<file path="src/rtl/sat_sub_serial.sv">
// Bit-serial saturating subtractor: computes max(a - b, 0) one bit per clock,
// LSB first, with an underflow flag. Valid/ready on both operand and result sides.
module sat_sub_serial #(
    parameter int WIDTH = 2
) (
    input  logic             clk,
    input  logic             rst,
    input  logic             in_valid,
    output logic             in_ready,
    input  logic [WIDTH-1:0] a,
    input  logic [WIDTH-1:0] b,
    output logic             out_valid,
    input  logic             out_ready,
    output logic [WIDTH-1:0] diff,
    output logic             underflow
);

    localparam int CW = $clog2(WIDTH + 1);
    localparam logic [CW-1:0] LAST = CW'(WIDTH);

    typedef enum logic [1:0] {
        IDLE  = 2'd0,
        SHIFT = 2'd1,
        DONE  = 2'd2
    } state_t;

    state_t r_state;
    state_t w_state_next;

    logic [WIDTH-1:0] r_sa;
    logic [WIDTH-1:0] r_sb;
    logic [WIDTH-1:0] r_work;
    logic [WIDTH-1:0] r_diff;
    logic [CW-1:0]    r_count;
    logic             r_borrow;
    logic             r_underflow;

    logic             w_d;
    logic             w_borrow_next;
    logic [CW-1:0]    w_count_next;
    logic [WIDTH-1:0] w_work_next;
    logic             w_last;

    // One full-subtractor slice on bit 0 of the shifting operands.
    assign w_d           = r_sa[0] ^ r_sb[0] ^ r_borrow;
    assign w_borrow_next = (~r_sa[0] & r_sb[0]) | (~(r_sa[0] ^ r_sb[0]) & r_borrow);
    assign w_count_next  = r_count + CW'(1);
    assign w_work_next   = WIDTH'({w_d, r_work} >> 1);
    assign w_last        = (w_count_next == LAST);

    // NOTE: sequential state uses non-blocking assignments so every register
    // samples pre-edge values, independent of statement order.
    always_ff @(posedge clk) begin
        if (rst) begin
            r_state <= IDLE;
        end else begin
            r_state <= w_state_next;
        end
    end

    // NOTE: the default assignment first keeps this combinational (no latch).
    always_comb begin
        w_state_next = r_state;
        case (r_state)
            IDLE:    if (in_valid)  w_state_next = SHIFT;
            SHIFT:   if (w_last)    w_state_next = DONE;
            DONE:    if (out_ready) w_state_next = IDLE;
            default:                w_state_next = IDLE;
        endcase
    end

    always_comb begin
        in_ready  = (r_state == IDLE) && !rst;
        out_valid = (r_state == DONE);
    end

    always_ff @(posedge clk) begin
        if (rst) begin
            r_sa        <= '0;
            r_sb        <= '0;
            r_work      <= '0;
            r_count     <= '0;
            r_borrow    <= 1'b0;
            r_diff      <= '0;
            r_underflow <= 1'b0;
        end else begin
            case (r_state)
                IDLE: begin
                    if (in_valid) begin
                        r_sa     <= a;
                        r_sb     <= b;
                        r_work   <= '0;
                        r_count  <= '0;
                        r_borrow <= 1'b0;
                    end
                end
                SHIFT: begin
                    r_sa     <= r_sa >> 1;
                    r_sb     <= r_sb >> 1;
                    r_work   <= w_work_next;
                    r_count  <= w_count_next;
                    r_borrow <= w_borrow_next;
                    // A final borrow means a < b: clamp to zero.
                    if (w_last) begin
                        r_diff      <= w_borrow_next ? '0 : w_work_next;
                        r_underflow <= w_borrow_next;
                    end
                end
                default: ;
            endcase
        end
    end

    assign diff      = r_diff;
    assign underflow = r_underflow;

endmodule

</file>
<file path="config.mk">
export PLATFORM = sky130hd
export DESIGN_NAME = sat_sub_serial
export DESIGN_NICKNAME = d
export VERILOG_FILES = /design/src/rtl/sat_sub_serial.sv
export SDC_FILE = /design/constraint.sdc
export NUM_CORES = 1
export LEC_CHECK = 0
export CAP_MARGIN = 20
export CELL_PAD_IN_SITES_DETAIL_PLACEMENT = 0
export CELL_PAD_IN_SITES_GLOBAL_PLACEMENT = 1
export CORE_MARGIN = 8
export CORE_UTILIZATION = 35
export DETAILED_ROUTE_END_ITERATION = 16
export MAX_ROUTING_LAYER = met4
export PLACE_DENSITY = 0.74
export SLEW_MARGIN = 0
export SYNTH_ARGS = -nofsm -noshare
export SYNTH_HDL_FRONTEND = slang
export SYNTH_SLANG_ARGS = --single-unit
</file>
<file path="constraint.sdc">
create_clock -name clk -period 1.6 [get_ports clk]
set_clock_uncertainty 0.2 [all_clocks]
set_input_delay 0.16 -clock clk [delete_from_list [all_inputs] [get_ports clk]]
set_output_delay 0.16 -clock clk [all_outputs]
set_load 0.005 [all_outputs]
</file>
**Signal wires on met2**

Scale: 8 px per um. Cells faint in the background.
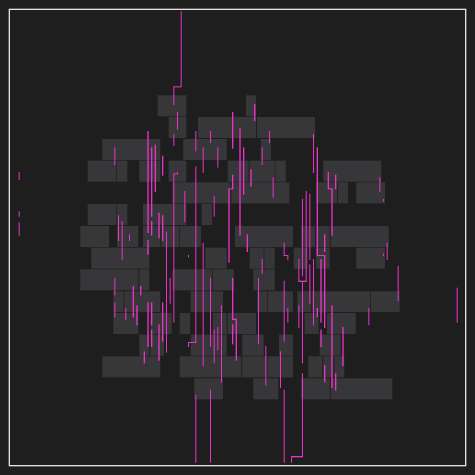
wire length on this layer	490 um
nets with wire on the layer	72
longest straight run	21.9 um
share of all routed wire	43%

**Metal 3**

Scale: 8 px per um. Cells faint in the background.
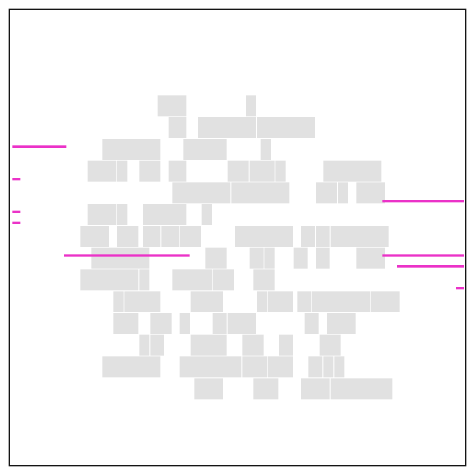
longest straight run	15.4 um
nets with wire on the layer	8
wire length on this layer	52.4 um

==> flow_summary.yaml <==
# yosys + openroad results
synth:
  area_leaders: "dfxtp_1 45%, a2111oi_2 5.1%, nor2_1 4.5%"
  syn_inst: 61
  ys_cells: 61
  syn_avg_cell_area_um2: 9.58
  yosys.stat.seqShare_pct: 44.5
  ys_warn_count: 0
  synth_cell_type_count: 25
  top_cell_area_share_pct: 44.5
  ys_chip_area_um2: 584
  syn_area_um2: 584
  yosysTopAreaCell: "dfxtp_1"
  synth_flop_count: 13
global_route:
  grt_max_degree: 14
  overflow: 0
  grt_pass1_vias: 466
  grt_util_all_layers_pct: 7.75
  antenna_found_initial: 0
  grt_pass1_wl_mm: 2.01
detailed_routing:
  drt_iter0_markers: 4
  via_count: 462
  drt_wl_total_mm: 1.15
  drc: 0
  wl_per_cell_um: 12.2
  viasPerCell: 4.91
  dr.pass1.iters: 2
  postRouteAntennaNets: 0
worst_setup_path:
  path_cells: "clkdlybuf4s50_1"
  critPathBufInv: 1
  cp.required_ns: 1.24
  worstSetupStartpointType: "flip-flop"
  cp_max_fo: 2
  cp_data_arrival_time_ns: 1.11
  cp-end-kind: "primary output"
  cp_top_family: "buffers and inverters"
  setup.worst_path.class: "flip-flop to primary output"
hold_path:
  holdCritPathClass: "flip-flop to flip-flop"
clock_tree:
  ctsHoldBuffers: 0
  cts_tree: "built"
  cts-root-buf: "clkbuf_4"
  clock_sinks: 13
  clk_pin_slew_ns: 0.09
  clockBufferDepth: 2
  cts_buffers: 3
  clkLatencyLatePin_ns: 0.27
  cts_max_level: 1
  post-cts-setup-buffers: 0
die:
  chipArea_um2: 3230
  die_h_um: 56.9
  die_x_um: 56.9
  fp-utilization_pct: 37.9
  ios: 13
  core_um2: 1540
cells_and_area:
  area_growth_pct: 30.8
  drive_above_1_share_pct: 20.5
  fin_nets: 89
  final_cell_mix: "11 x dfxtp_1, 10 x clkdlybuf4s50_1, 7 x nor2_1, 6 x inv_1, 5 x a21oi_1"
  antenna_cells: 0
  fillCellCount: 161
placed_design:
  io_buffers: 12
  hpwl_um: 860
final_timing:
  setup_violations: 0
  min_period_over_period_pct: 91.8
  max_slew.worst_pin.slew_ns: 0.415
  min_period_ns: 1.47
  rsz0062_at_grt: "false"
  setup_tns_ns: 0
  timing.slew.headroom_pct: 72.3
  finalHoldViolCount: 0
flow_run:
  max_cap_violations: 0
  warnings: 26
power:
  total_power_mw: 0.689
  p_per_area_nw_per_um2: 901
  ir_drop_mv: 0.562
  leakage_nw: 0.293
run_status:
  outcome: "complete, no violations"
==> layout make-up <==
class,instances,area (um^2),share of cell area [%]
Clock buffer,4,26.3,3.44
Timing Repair Buffer,15,140,18.3
Inverter,6,22.5,2.95
Sequential cell,13,263,34.4
Multi-Input combinational cell,40,293,38.3
Tap cell,16,20.0,2.62
==> path summary, 6_finish.rpt <==
kind                                              start                      to  slack [ns]  depth (start not counted)
worst min register to register   r_work[1]$_SDFFE_PP0P_  r_work[1]$_SDFFE_PP0P_        0.26                          2
worst min-delay path             r_work[1]$_SDFFE_PP0P_  r_work[1]$_SDFFE_PP0P_        0.26                          2
worst max-delay path               diff[1]$_SDFFE_PP0P_                 diff[1]        0.13                          1
worst max register to register  r_state[1]$_SDFFE_PP0P_    r_sb[0]$_SDFFE_PP0P_        0.16                          3
==> synthesized netlist by cell type (all sizes together) <==
cell	instances
inv	6
o21bai	1
clkbuf	1
ha	1
nand3b	1
and3b	1
nand2	1
nor2b	3
a2111oi	2
nand3	2
fa	1
buf	1
a2bb2oi	2
nor3b	2
a211oi	1
nor3	2
nor2	9
dfxtp	13
a22oi	2
o21ai	2
mux2i	1
nand2b	1
a21oi	5
==> logic make-up (layout without fill, tap and decap cells) <==
kind of cell               after synthesis  count (layout)  synth area share [%]
buffers and inverters                    8              25                  5.78
and+or+nand+nor                         22              22                  22.5
muxes                                    1               1                  1.71
adders and majority gates                2               2                  5.57
DFF                                     13              13                  44.5
AOI/OAI and AO/OA                       15              15                  19.9
==> power by group <==
part,internal (mW),switching [mW]
Sequential,0.343,0.0135
Combinational,0.0669,0.0587
Clock,0.0964,0.110
Total,0.506,0.183
==> metal layers <==
metal / up-vias / track usage, % / wire length [um]
li1: 244 / - / -
met1: 208 / 9.16 / 595
met2: 8 / 11.0 / 489
met3: 2 / 3.15 / 52
met4: 0 / 4.03 / 13
met5: - / - / 0
==> per-stage QoR <==
step / util [%] / instances / worst slack, ns / hold WS, ns / area [um^2]
6_report: 49.6 / 94 / 0.130 / 0.256 / 764
3_3_place_gp: 47.7 / 90 / -0.0478 / 0.244 / 736
3_5_place_dp: 47.7 / 90 / -0.0264 / 0.246 / 736
4_1_cts: 49.6 / 94 / 0.122 / 0.260 / 764
2_1_floorplan: - / 61 / 0.279 / 0.0289 / 584
5_1_grt: 49.6 / 94 / 0.0730 / 0.289 / 764
==> registers in the layout, summed over array words and instances (netlist names) <==
register,count
diff,2
r_borrow,1
r_count,2
r_sa,2
r_sb,2
r_state,2
r_work,1
underflow,1
Power figures rest on the tool's default switching activity, not on a simulated workload.
